Figure 1. Placed cells, one color a class.
(4 px per um) Fill, decap, tap and diode cells in gray.
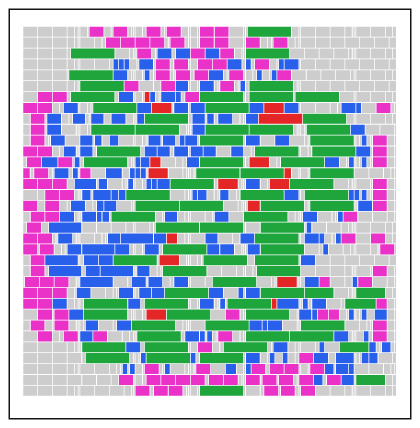
Figure 2. Floorplan with the power grid.
(4 px per um) Pins as bars on the die edge.
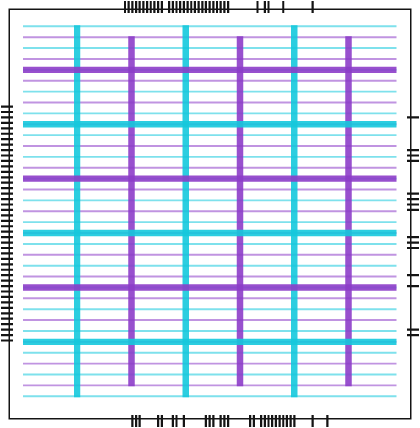
### src/rtl/wb_stage_writer_if.sv
// rtl/wb_stage_writer_if.sv - writeback beat input and register-file write port bundle
interface wb_stage_writer_if #(
  parameter int DATA_W = 32,
  parameter int REG_AW = 5
) ();
  logic              in_valid;
  logic              in_ready;
  logic              in_Reg_Write_Ctrl;
  logic              in_Byte_Word;
  logic              in_Mem_Or_Reg;
  logic [1:0]        in_byte_sel;
  logic [DATA_W-1:0] in_mem_data;
  logic [DATA_W-1:0] in_alu_result;
  logic [REG_AW-1:0] in_dest_reg;
  logic              rf_we;
  logic              rf_ready;
  logic [REG_AW-1:0] rf_waddr;
  logic [DATA_W-1:0] rf_wdata;

  modport master (
    output in_valid, in_Reg_Write_Ctrl, in_Byte_Word, in_Mem_Or_Reg,
           in_byte_sel, in_mem_data, in_alu_result, in_dest_reg, rf_ready,
    input  in_ready, rf_we, rf_waddr, rf_wdata
  );

  modport slave (
    input  in_valid, in_Reg_Write_Ctrl, in_Byte_Word, in_Mem_Or_Reg,
           in_byte_sel, in_mem_data, in_alu_result, in_dest_reg, rf_ready,
    output in_ready, rf_we, rf_waddr, rf_wdata
  );
endinterface

### src/rtl/wb_stage_writer.sv
// rtl/wb_stage_writer.sv - 2-entry writeback buffer resolving load/ALU results into RF writes; WB_FWD_EN adds youngest-entry forwarding
module wb_stage_writer #(
  parameter int DATA_W = 32,
  parameter int REG_AW = 5
) (
  input  logic              clk,
  input  logic              rst_n,
  wb_stage_writer_if.slave  wb,
  input  logic              flush,
  output logic [1:0]        occupancy
`ifdef WB_FWD_EN
  ,
  output logic              fwd_valid,
  output logic [REG_AW-1:0] fwd_reg,
  output logic [DATA_W-1:0] fwd_data
`endif
);

  logic [REG_AW-1:0] addr_q [2];
  logic [DATA_W-1:0] data_q [2];
  logic              wr_ptr;
  logic              rd_ptr;
  logic [1:0]        count;

  logic [DATA_W-1:0] src;
  logic [7:0]        lane;
  logic [DATA_W-1:0] resolved;
  logic              keep;
  logic              enq;
  logic              deq;

  always_comb begin
    src      = wb.in_Mem_Or_Reg ? wb.in_mem_data : wb.in_alu_result;
    lane     = src[{wb.in_byte_sel, 3'b000} +: 8];
    resolved = wb.in_Byte_Word ? {{(DATA_W-8){lane[7]}}, lane} : src;
  end

  // Beats that would not write a real register never occupy a slot.
  assign keep = wb.in_Reg_Write_Ctrl && (wb.in_dest_reg != '0);
  assign enq  = wb.in_valid && wb.in_ready && keep;
  assign deq  = wb.rf_we && wb.rf_ready;

  always_ff @(posedge clk) begin
    if (!rst_n) begin
      wr_ptr <= 1'b0;
      rd_ptr <= 1'b0;
      count  <= 2'd0;
    end else if (flush) begin
      wr_ptr <= 1'b0;
      rd_ptr <= 1'b0;
      count  <= 2'd0;
    end else begin
      if (enq) begin
        addr_q[wr_ptr] <= wb.in_dest_reg;
        data_q[wr_ptr] <= resolved;
        wr_ptr         <= ~wr_ptr;
      end
      if (deq) begin
        rd_ptr <= ~rd_ptr;
      end
      case ({enq, deq})
        2'b10:   count <= count + 2'd1;
        2'b01:   count <= count - 2'd1;
        default: count <= count;
      endcase
    end
  end

  // No pass-through: a full buffer refuses even when the head drains this cycle.
  assign wb.in_ready = (count < 2'd2);
  assign wb.rf_we    = (count != 2'd0);
  assign wb.rf_waddr = wb.rf_we ? addr_q[rd_ptr] : '0;
  assign wb.rf_wdata = wb.rf_we ? data_q[rd_ptr] : '0;
  assign occupancy   = count;

`ifdef WB_FWD_EN
  // Youngest entry sits just behind the write pointer.
  assign fwd_valid = (count != 2'd0);
  assign fwd_reg   = fwd_valid ? addr_q[~wr_ptr] : '0;
  assign fwd_data  = fwd_valid ? data_q[~wr_ptr] : '0;
`endif

endmodule
### src/flat_wrapper.sv
// flat-port wrapper written by rule: the top's interface ports become plain ports
module wb_stage_writer_flat 
#(
  parameter int DATA_W = 32,
  parameter int REG_AW = 5
)
  (clk, rst_n, flush, occupancy, wb_in_valid, wb_in_Reg_Write_Ctrl, wb_in_Byte_Word, wb_in_Mem_Or_Reg, wb_in_byte_sel, wb_in_mem_data, wb_in_alu_result, wb_in_dest_reg, wb_rf_ready, wb_in_ready, wb_rf_we, wb_rf_waddr, wb_rf_wdata);
  wb_stage_writer_if #(.DATA_W(DATA_W), .REG_AW(REG_AW)) wb_i ();
  input  logic clk;
  input  logic rst_n;
  input  logic flush;
  output logic [1:0] occupancy;
  input wire logic [$bits(wb_i.in_valid)-1:0] wb_in_valid;
  input wire logic [$bits(wb_i.in_Reg_Write_Ctrl)-1:0] wb_in_Reg_Write_Ctrl;
  input wire logic [$bits(wb_i.in_Byte_Word)-1:0] wb_in_Byte_Word;
  input wire logic [$bits(wb_i.in_Mem_Or_Reg)-1:0] wb_in_Mem_Or_Reg;
  input wire logic [$bits(wb_i.in_byte_sel)-1:0] wb_in_byte_sel;
  input wire logic [$bits(wb_i.in_mem_data)-1:0] wb_in_mem_data;
  input wire logic [$bits(wb_i.in_alu_result)-1:0] wb_in_alu_result;
  input wire logic [$bits(wb_i.in_dest_reg)-1:0] wb_in_dest_reg;
  input wire logic [$bits(wb_i.rf_ready)-1:0] wb_rf_ready;
  output wire logic [$bits(wb_i.in_ready)-1:0] wb_in_ready;
  output wire logic [$bits(wb_i.rf_we)-1:0] wb_rf_we;
  output wire logic [$bits(wb_i.rf_waddr)-1:0] wb_rf_waddr;
  output wire logic [$bits(wb_i.rf_wdata)-1:0] wb_rf_wdata;
  assign wb_i.in_valid = wb_in_valid;
  assign wb_i.in_Reg_Write_Ctrl = wb_in_Reg_Write_Ctrl;
  assign wb_i.in_Byte_Word = wb_in_Byte_Word;
  assign wb_i.in_Mem_Or_Reg = wb_in_Mem_Or_Reg;
  assign wb_i.in_byte_sel = wb_in_byte_sel;
  assign wb_i.in_mem_data = wb_in_mem_data;
  assign wb_i.in_alu_result = wb_in_alu_result;
  assign wb_i.in_dest_reg = wb_in_dest_reg;
  assign wb_i.rf_ready = wb_rf_ready;
  assign wb_in_ready = wb_i.in_ready;
  assign wb_rf_we = wb_i.rf_we;
  assign wb_rf_waddr = wb_i.rf_waddr;
  assign wb_rf_wdata = wb_i.rf_wdata;
  wb_stage_writer #(.DATA_W(DATA_W), .REG_AW(REG_AW)) u_core (.clk(clk), .rst_n(rst_n), .wb(wb_i), .flush(flush), .occupancy(occupancy));
endmodule
### config.mk
export PLATFORM = sky130hd
export DESIGN_NAME = wb_stage_writer_flat
export DESIGN_NICKNAME = d
export VERILOG_FILES = /design/src/rtl/wb_stage_writer_if.sv /design/src/rtl/wb_stage_writer.sv /design/src/flat_wrapper.sv
export SDC_FILE = /design/constraint.sdc
export NUM_CORES = 1
export LEC_CHECK = 0
export CAP_MARGIN = 25
export CORE_AREA = 3 3 97 99
export CTS_CLUSTER_SIZE = 20
export DETAILED_ROUTE_END_ITERATION = 7
export DIE_AREA = 0 0 100 102
export PLACE_DENSITY = 0.78
export SLEW_MARGIN = 20
export SYNTH_ARGS = -nofsm -noshare
export SYNTH_HDL_FRONTEND = slang
export SYNTH_SLANG_ARGS = --single-unit
### constraint.sdc
create_clock -name clk -period 5.09 [get_ports clk]
set_clock_uncertainty 0.05 [all_clocks]
set_input_delay 0.509 -clock clk [delete_from_list [all_inputs] [get_ports clk]]
set_output_delay 0.509 -clock clk [all_outputs]
set_load 0.03 [all_outputs]
==> impl_metrics.toml <==
# physical design summary
[status]
status = "completed"

[synthesis]
ys.flop_type = "edfxtp_1"
netlist_instances = 295
ys_ff = 79
floorplan.nets = 375
yosysTopAreaCellShare = 0.555
ys_seq_share = 0.580
yosysUniqueCellTypes = 36
synth_area_um2 = 4010
ys_area_um2 = 4010
edf_count = 74
synthTopCellsByArea = "edfxtp_1 55%, mux2i_1 17%, nor2_1 4.1%, a21oi_2 3.9%, mux4_2 3.9%"
yosys_warnings = 0
async_flop_share = 0
top_area_cell = "edfxtp_1"
syn_avg_cell_area_um2 = 13.6

[setup_path]
r2r-start = "u_core.occupancy[1]$_SDFFE_PP0P_"
cp-start-kind = "flip-flop"
startpoint = "u_core.occupancy[1]$_SDFFE_PP0P_"
crit_path_cell_trace = "nor2_2 -> buf_4 -> nor2_1 -> clkdlybuf4s50_1"
endpoint_kind = "primary output"
critPathArrivalTime_ns = 2.25
critPathSlowestCell = "clkdlybuf4s50_1"
cp_max_fo = 25
worstPathRequired_ns = 4.53
crit_type = "flip-flop to primary output"

[worst_hold_path]
hold_path.class = "flip-flop to flip-flop"
hold_path.startpoint = "u_core.rd_ptr$_SDFFE_PP0P_"

[sta]
finalSetupTns_ns = 0
timing.fmax_mhz = 356
hold_viol_final = 0
period_used_share = 0.552
slew_violations = 0
setup_viol = 0
rsz0062_at_grt = "false"
slew_headroom = 0.301

[power]
clkPwrFrac = 0.311
sw_frac_of_total = 0.240
power_frac_comb = 0.174
pwr-share-seq = 0.515
powerDensity_nw_per_um2 = 261
p_switching_w = 0.000341
p_int_w = 0.00108

[flow_run]
tool_warnings = 26
maxCapViolations = 0

[final_layout]
fillers = 687
nets = 489
n_antenna_cell = 0
seq_area_um2 = 2320
logic_area_um2 = 1560
drive_above_1_share = 0.138
syn2layout_area_growth_pct = 36.0
layout.cells.most_common = "clkdlybuf4s50_1"
final_cell_mix = "118 x clkdlybuf4s50_1, 74 x edfxtp_1, 67 x mux2i_1"

[clocking]
ctsHoldBuffers = 0
cts-resized-gates = 0
insertion_delay_ns = 0.34
postCtsSetupBuffers = 0
cts.sinks = 79
cts_max_path_buffers = 2
cts_buffers = 9
clk_pin_slew_ns = 0.08
cts_tree = "yes"
htreeDepth = 3

[routing]
dr.pass1.iters = 4
drc_errors = 0
vias = 2813
wl_per_cell_um = 17.5
ant_nets = 0
drt_wl_total_mm = 9.12
drtIter0Drc = 184
via_per_inst = 5.39

[placed_design]
globalplace.congestion = 0.765
dp_hpwl_mm = 6.80
numPortBuffers = 119

[floorplanning]
initCoreUtil = 0.464
dieArea_um2 = 10200
io-pin-count = 120

[grt]
antenna_found_initial = 0
grt_pass1_vias = 2897
grt_use_total = 0.186
grt_first_pass_wirelength_mm = 14.6
grt_start_max_net_pins = 38
grt-ovfl-total = 0
## Picture notes: Figure 1
red -> clock drivers and dummy loads  # cells 16, share of their area 3.6%
magenta -> remaining buffers and delay cells  # cells 124, share of their area 23%
green -> sequential cells  # cells 79, share of their area 44%
blue -> remaining logic cells  # cells 195, share of their area 30%
row count: 34
Seq/total area: 0.427
core area: 8640 um2
Final Util: 0.631

## Picture notes: Figure 2
purple -> VDD
cyan -> VSS
met4 straps = 6
rows = 34
met1 rails = 35
met5 straps = 6
signal pins = 120
VDD IR-drop max: 0.124 mV
Die Height: 102 um
die width: 100 um

-- registers in the layout, summed over array words and instances, names as in the netlist, named ones only --
register	count
u_core.addr_q	10
u_core.occupancy	2
u_core.rd_ptr	1
u_core.data_q	64
u_core.wr_ptr	1
-- final timing paths --
kind	endpoint	slack (ns)	cells after the start
min reg2reg	flip-flop	0.47	2
max	wb_rf_wdata[31]	2.28	4
max reg2reg	u_core.occupancy[1]$_SDFFE_PP0P_	2.67	7
min	flip-flop	0.47	2
-- metal layers --
| metal | up-vias | share of wire | track usage |
|---|---|---|---|
| met5 | - | 0 | 0 |
| met4 | 0 | 0.015 | 0.0736 |
| met3 | 10 | 0.061 | 0.0273 |
| met2 | 113 | 0.51 | 0.316 |
| met1 | 1346 | 0.42 | 0.244 |
| li1 | 1344 | - | - |
-- layout make-up --
class	count	share of cell area
sequential	79	0.427
multi-input combinational	190	0.286
timing repair buffer	124	0.225
tap	108	0.0248
clock buffer	11	0.0241
clock inverter	5	0.0108
inverter	5	0.00345
-- metrics by stage --
step | hold WS (ns) | worst slack (ns) | cell area [um2] | instances | power, W
detailed placement | 0.455 | 2.00 | 5260 | 506 | 0.000994
global route | 0.517 | 2.08 | 5450 | 522 | 0.00148
floorplan | 0.431 | 1.01 | 4010 | 295 | 0.000883
CTS | 0.480 | 2.23 | 5450 | 522 | 0.00143
global placement | 0.445 | 2.09 | 5260 | 506 | 0.000987
finish | 0.470 | 2.28 | 5450 | 522 | 0.00142
-- kinds of logic (layout without fill, tap and decap cells) --
logic type / Yosys count / after routing / synth area share
AOI/OAI and AO/OA: 44 / 44 / 0.0906
DFF: 79 / 79 / 0.580
muxes: 76 / 76 / 0.213
buffers and inverters: 26 / 145 / 0.0347
and+or+nand+nor: 65 / 65 / 0.0697
adders and majority gates: 1 / 1 / 0.00312
xor gates and xnor gates: 4 / 4 / 0.00875
-- critical path, delay by kind of cell, from the launching register on --
family / cells / cell delay (ns)
buf+inv: 2 / 0.97
flops: 1 / 0.36
simple gates: 2 / 0.57
-- power groups by stage --
stage                     combinational, W  clock (W)  sequential (W)
final                             0.000247   0.000441        0.000731
after global routing              0.000267   0.000482        0.000732
after CTS                         0.000249   0.000448        0.000731
after detailed placement          0.000248          0        0.000746
after global placement            0.000242          0        0.000746
after floorplan                   0.000136          0        0.000747
-- Yosys cell counts (2+ instances only) --
library cell / number
nand2_1: 8
xnor2_1: 3
o22a_1: 7
o21ai_0: 2
nor2_1: 44
buf_6: 4
dfxtp_1: 5
inv_1: 5
a21oi_2: 18
nor3_1: 2
o221ai_1: 7
buf_2: 6
buf_1: 3
nor2_2: 2
or3_1: 2
mux4_2: 7
and2_1: 2
edfxtp_1: 74
clkbuf_1: 7
a21oi_1: 5
mux2i_1: 67
No activity file was given, so power comes from the tool's default toggle rates.
